**src/rtl/input_conditioner.sv**
```systemverilog
// -----------------------------------------------------------------------------
// input_conditioner
//
// Input-side front end of the irrigation controller. Takes the raw board pins
// (two active-low buttons and two active-high level switches), synchronises
// them into the fast_clock domain, debounces each one independently and turns
// the clean button levels into one-cycle event pulses for the downstream FSMs.
//
// Parameters
//   DEBOUNCE_CYCLES    consecutive differing samples needed before a new level
//                      is accepted (>= 2)
//   LONG_PRESS_CYCLES  clean-press cycles on push before reset_request fires
//                      (>= 2)
//
// Ports
//   clock             fast_clock, all state updates on the rising edge
//   reset_pulse       asynchronous, active-high reset
//   fertilise_button  raw button, active-low, asynchronous to clock
//   push              raw button, active-low, asynchronous to clock
//   splinker_switch   raw switch, active-high, asynchronous
//   dripper_switch    raw switch, active-high, asynchronous
//   fertilise_push    one-cycle pulse per accepted press of fertilise_button
//   push_short        one-cycle pulse when push is released before the
//                     long-press threshold
//   reset_request     one-cycle pulse when push has been held for
//                     LONG_PRESS_CYCLES; it is only a request, whoever ORs it
//                     into reset_pulse must register it first
//   splinker_level    debounced splinker_switch
//   dripper_level     debounced dripper_switch
//   switch_conflict   registered splinker_level & dripper_level
// -----------------------------------------------------------------------------
module input_conditioner #(
    parameter int DEBOUNCE_CYCLES   = 16,
    parameter int LONG_PRESS_CYCLES = 1024
) (
    input  logic clock,
    input  logic reset_pulse,
    input  logic fertilise_button,
    input  logic push,
    input  logic splinker_switch,
    input  logic dripper_switch,
    output logic fertilise_push,
    output logic push_short,
    output logic reset_request,
    output logic splinker_level,
    output logic dripper_level,
    output logic switch_conflict
);

    // Counter widths: the debounce counter only has to reach DEBOUNCE_CYCLES-1
    // and the hold counter only LONG_PRESS_CYCLES-1 before the FSM leaves HELD.
    localparam int DB_W   = $clog2(DEBOUNCE_CYCLES);
    localparam int HOLD_W = $clog2(LONG_PRESS_CYCLES);

    localparam logic [DB_W-1:0]   DB_LAST   = DB_W'(DEBOUNCE_CYCLES - 1);
    localparam logic [HOLD_W-1:0] HOLD_LAST = HOLD_W'(LONG_PRESS_CYCLES - 1);

    // Channel indices into the packed per-channel vectors.
    localparam int CH_FERT   = 0;
    localparam int CH_PUSH   = 1;
    localparam int CH_SPLINK = 2;
    localparam int CH_DRIP   = 3;
    localparam int NUM_CH    = 4;

    // Buttons idle high (released), switches idle low.
    localparam logic [NUM_CH-1:0] IDLE_LEVELS = 4'b0011;

    typedef enum logic [1:0] {
        IDLE    = 2'd0,
        HELD    = 2'd1,
        LATCHED = 2'd2
    } push_state_t;

    logic [NUM_CH-1:0]           raw_in;
    logic [NUM_CH-1:0]           sync_meta;
    logic [NUM_CH-1:0]           sync_out;
    logic [NUM_CH-1:0]           stable;
    logic [NUM_CH-1:0][DB_W-1:0] db_cnt;
    logic [NUM_CH-1:0]           accept;

    logic                        fert_press;
    logic                        push_press;
    logic                        push_release;

    push_state_t                 push_state;
    logic [HOLD_W-1:0]           hold_cnt;

    assign raw_in[CH_FERT]   = fertilise_button;
    assign raw_in[CH_PUSH]   = push;
    assign raw_in[CH_SPLINK] = splinker_switch;
    assign raw_in[CH_DRIP]   = dripper_switch;

    // Two-flop synchroniser per pin, nothing between the flops so the first
    // stage has a full cycle to resolve metastability.
    always_ff @(posedge clock or posedge reset_pulse) begin
        if (reset_pulse) begin
            sync_meta <= IDLE_LEVELS;
            sync_out  <= IDLE_LEVELS;
        end else begin
            sync_meta <= raw_in;
            sync_out  <= sync_meta;
        end
    end

    // A channel flips on the edge where its counter has already seen
    // DEBOUNCE_CYCLES-1 differing samples and the current sample still differs.
    // Exposing this as a combinational strobe lets the pulse registers fire on
    // the same edge the stable value changes.
    always_comb begin
        accept = '0;
        for (int i = 0; i < NUM_CH; i++) begin
            accept[i] = (sync_out[i] != stable[i]) && (db_cnt[i] == DB_LAST);
        end
    end

    // Per-channel debounce: any sample that agrees with the stable value
    // clears the counter, so a glitch shorter than the window leaves no trace.
    always_ff @(posedge clock or posedge reset_pulse) begin
        if (reset_pulse) begin
            stable <= IDLE_LEVELS;
            db_cnt <= '0;
        end else begin
            for (int i = 0; i < NUM_CH; i++) begin
                if (sync_out[i] == stable[i]) begin
                    db_cnt[i] <= '0;
                end else if (db_cnt[i] == DB_LAST) begin
                    stable[i] <= sync_out[i];
                    db_cnt[i] <= '0;
                end else begin
                    db_cnt[i] <= db_cnt[i] + 1'b1;
                end
            end
        end
    end

    // Buttons are active-low: a press is the stable value going 1 -> 0,
    // a release is 0 -> 1.
    assign fert_press   = accept[CH_FERT] & ~sync_out[CH_FERT];
    assign push_press   = accept[CH_PUSH] & ~sync_out[CH_PUSH];
    assign push_release = accept[CH_PUSH] &  sync_out[CH_PUSH];

    // One pulse per accepted fertilise press; holding the button does not
    // repeat because only the 1 -> 0 transition produces a strobe.
    always_ff @(posedge clock or posedge reset_pulse) begin
        if (reset_pulse) begin
            fertilise_push <= 1'b0;
        end else begin
            fertilise_push <= fert_press;
        end
    end

    // Push FSM. HELD counts cycles since the clean press; reaching the
    // threshold wins over a release landing on the same edge, so that case
    // yields reset_request only and goes straight back to IDLE. LATCHED just
    // waits for the release so a long hold never also reports a short push.
    always_ff @(posedge clock or posedge reset_pulse) begin
        if (reset_pulse) begin
            push_state    <= IDLE;
            hold_cnt      <= '0;
            push_short    <= 1'b0;
            reset_request <= 1'b0;
        end else begin
            push_short    <= 1'b0;
            reset_request <= 1'b0;
            case (push_state)
                IDLE: begin
                    if (push_press) begin
                        push_state <= HELD;
                        hold_cnt   <= '0;
                    end
                end
                HELD: begin
                    if (hold_cnt == HOLD_LAST) begin
                        reset_request <= 1'b1;
                        push_state    <= push_release ? IDLE : LATCHED;
                    end else if (push_release) begin
                        push_short <= 1'b1;
                        push_state <= IDLE;
                    end else begin
                        hold_cnt <= hold_cnt + 1'b1;
                    end
                end
                LATCHED: begin
                    if (push_release) begin
                        push_state <= IDLE;
                    end
                end
                default: begin
                    push_state <= IDLE;
                    hold_cnt   <= '0;
                end
            endcase
        end
    end

    // Switch levels come straight from the debounced registers; the conflict
    // flag is registered from them and therefore trails them by one cycle.
    assign splinker_level = stable[CH_SPLINK];
    assign dripper_level  = stable[CH_DRIP];

    always_ff @(posedge clock or posedge reset_pulse) begin
        if (reset_pulse) begin
            switch_conflict <= 1'b0;
        end else begin
            switch_conflict <= stable[CH_SPLINK] & stable[CH_DRIP];
        end
    end

endmodule
```
**config.mk**
```make
export PLATFORM = sky130hd
export DESIGN_NAME = input_conditioner
export DESIGN_NICKNAME = d
export VERILOG_FILES = /design/src/rtl/input_conditioner.sv
export SDC_FILE = /design/constraint.sdc
export NUM_CORES = 1
export LEC_CHECK = 0
export ABC_AREA = 1
export CORE_MARGIN = 8
export CORE_UTILIZATION = 30
export CTS_CLUSTER_DIAMETER = 50
export DETAILED_ROUTE_END_ITERATION = 12
export PLACE_DENSITY = 0.44
export SKIP_LAST_GASP = 1
export SLEW_MARGIN = 20
export SYNTH_ARGS = -nofsm -noshare
export SYNTH_HDL_FRONTEND = slang
export SYNTH_SLANG_ARGS = --single-unit
```
**constraint.sdc**
```tcl
create_clock -name clock -period 1.38 [get_ports clock]
set_input_delay 0.207 -clock clock [delete_from_list [all_inputs] [get_ports clock]]
set_output_delay 0.207 -clock clock [all_outputs]
set_load 0.1 [all_outputs]
```
cell_classes.png
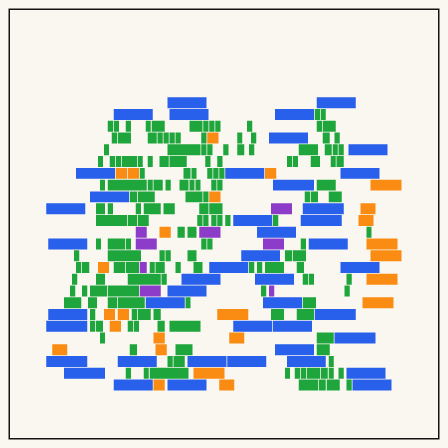
legend:
  purple:
    class: clock drivers and dummy loads
    cells: 8
  green:
    class: all other logic
    cells: 173
  blue:
    class: flip-flops
    cells: 44
  orange:
    class: other buffers and delay cells
    cells: 25
final core occ: 39.5%
placeable core area: 6720 um2
finished layout cell area: 2650 um2

met3.png
Scale bar: 20 um.
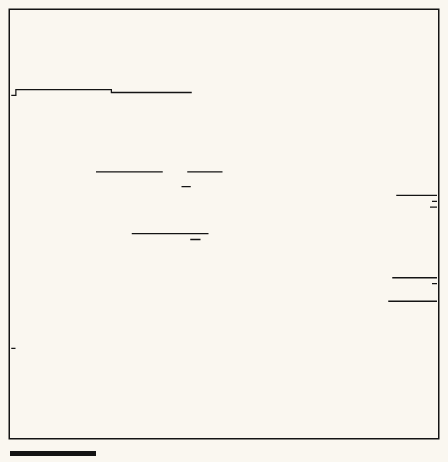
main direction: horizontal
nets with wire on the layer: 12
longest straight run: 22.1 um
overall via count from detail_route: 1470
wirelength, routed: 3.88 mm
met3 capacity usage during global routing: 2.33%

density.png
10 x 10 tiles, from white (low) to dark blue (high), 0 to 100% covered.
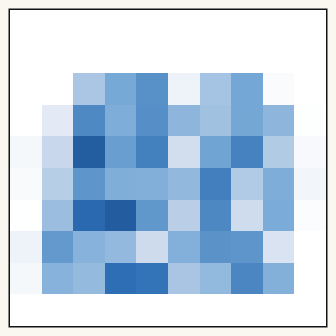
emptiest ninth of the die: top left
fullest tile: 82%
tiles over 75% full: 3.0%
mean over tiles: 26%
starting density of the core: 30.7%

registers.png
Scale bar: 20 um. Other sequential cells in the stronger grey, the rest of the logic in the fainter grey.
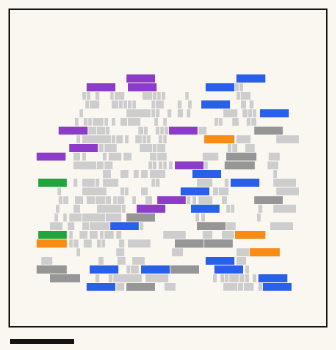
legend:
  purple:
    signal: hold_cnt
    sequential_cells: 10
  blue:
    signal: db_cnt
    sequential_cells: 16
  green:
    signal: push_state
    sequential_cells: 2
  orange:
    signal: stable
    sequential_cells: 4
sequential fraction of total cell area: 41.9%
P_seq: 1.36 mW
combined flip-flop and latch cell area: 1110 um2

## area by class of cell
| type | instances | area [um2] |
|---|---|---|
| multi-input combinational | 147 | 970 |
| clock inverter | 2 | 12.5 |
| timing repair buffer | 25 | 288 |
| sequential | 44 | 1110 |
| inverter | 26 | 97.6 |
| fill | 673 | 4070 |
| tap | 80 | 100 |
| clock buffer | 6 | 72.6 |
## worst min-delay path by stage
stage | slack, ns | startpoint | end
after floorplan | 0.21 | fertilise_button | sync_meta[0]
final | 0.26 | reset_pulse | switch_conflict
after global placement | 0.34 | sync_meta[3] | sync_out[3]
after detailed placement | 0.33 | sync_meta[3] | sync_out[3]
after global routing | 0.31 | reset_pulse | db_cnt[11]
after CTS | 0.27 | reset_pulse | db_cnt[11]
==> summary.txt <==
This note records the results obtained with Yosys and OpenROAD.

Status
The flow ran to the end, but the final reports show violations. The final reports fail on setup timing.

Detailed routing
The uppermost metal layer occupied by signal nets is met4. The routed length on met3 is about 120 um. The length of routed wiring on met1 is roughly 1.9 mm.

Timing
Based on the critical path, the design can be clocked at up to between 700 and 800 MHz. Across all setup checks in the final design, the least slack found is -0.0283 ns. The hold violation count in the final report is 0. The final critical delay including setup and external delays is between 1 and 1.5 ns.

Clock skew on the completed layout was measured at roughly 0.0055 ns. The end-of-flow timing check tallies setup violations at 8.

Critical path
The destination of the critical timing path is hold_cnt[5]. The timing report attributes the biggest portion of critical-path delay to simple AND/OR/NAND/NOR gates. The endpoint of the most critical register-to-register path is hold_cnt[5]. The report lists the cells along the critical path as ha_4 > nand2_4 > nor2_8 > nand2_2 > nand2_4 > nand2_8 > nor2_4 > nand2_1 > nand2_1. The worst-path cell with the longest stage delay is dfrtp_1. The worst endpoint data arrival time is roughly 1.6 ns. The critical path capture point type is a flip-flop. The startpoint type of the worst setup path is a flip-flop.

The origin of the worst setup path is db_cnt[4]. The worst setup path is of the flip-flop to flip-flop kind. In this design, the stage delay of the slowest critical-path cell is around 0.4 ns.

The required time of the critical path is about 1.6 ns.

Cells and area
The flip-flop count of the largest register after layout is 16. The commonest non-fill, non-tap cell in the layout is nand2_1. The finished layout holds between 300 and 400 standard cells, fillers aside.

Global routing
The number of global-route vias before repair came to approximately 1500. The total global routing track utilization is approximately 8.7%. Global routing consumed, on the met2 layer, between 10 and 15% of the routing resources.

The pin count of the biggest net entering global routing is 45.

Clock network
Post-CTS repair ended up resizing 5 cells. The TritonCTS sink count is 44. The clock tree from TritonCTS is built.

Power and ir drop
The group that draws the most power in this run is registers. The internal power consumption is roughly 1.8 mW. In this run the VDD rail shows a maximum IR drop of 0.408 mV.

Floorplan
The chip occupies between 9000 and 10000 um2. The horizontal die dimension is just under 100 um.

Yosys
Of all flip-flops after synthesis, the portion carrying an async set or reset was 100%. The number of flops mapped to enable cells by yosys is 0. Sequential elements use between 50% and 60% of the synthesized area. Synthesis produced 215 cells. The multiplexer share of the synthesized area is about 1.1%. In the synthesis report, Yosys lists the chip area as 2070 um2. The number of synthesized register bits is 44.

Hold path
The type of the worst min-delay path is input port to async pin.

Placement
Port buffering added 11 buffers.
Power figures rest on the tool's default switching activity, not on a simulated workload.
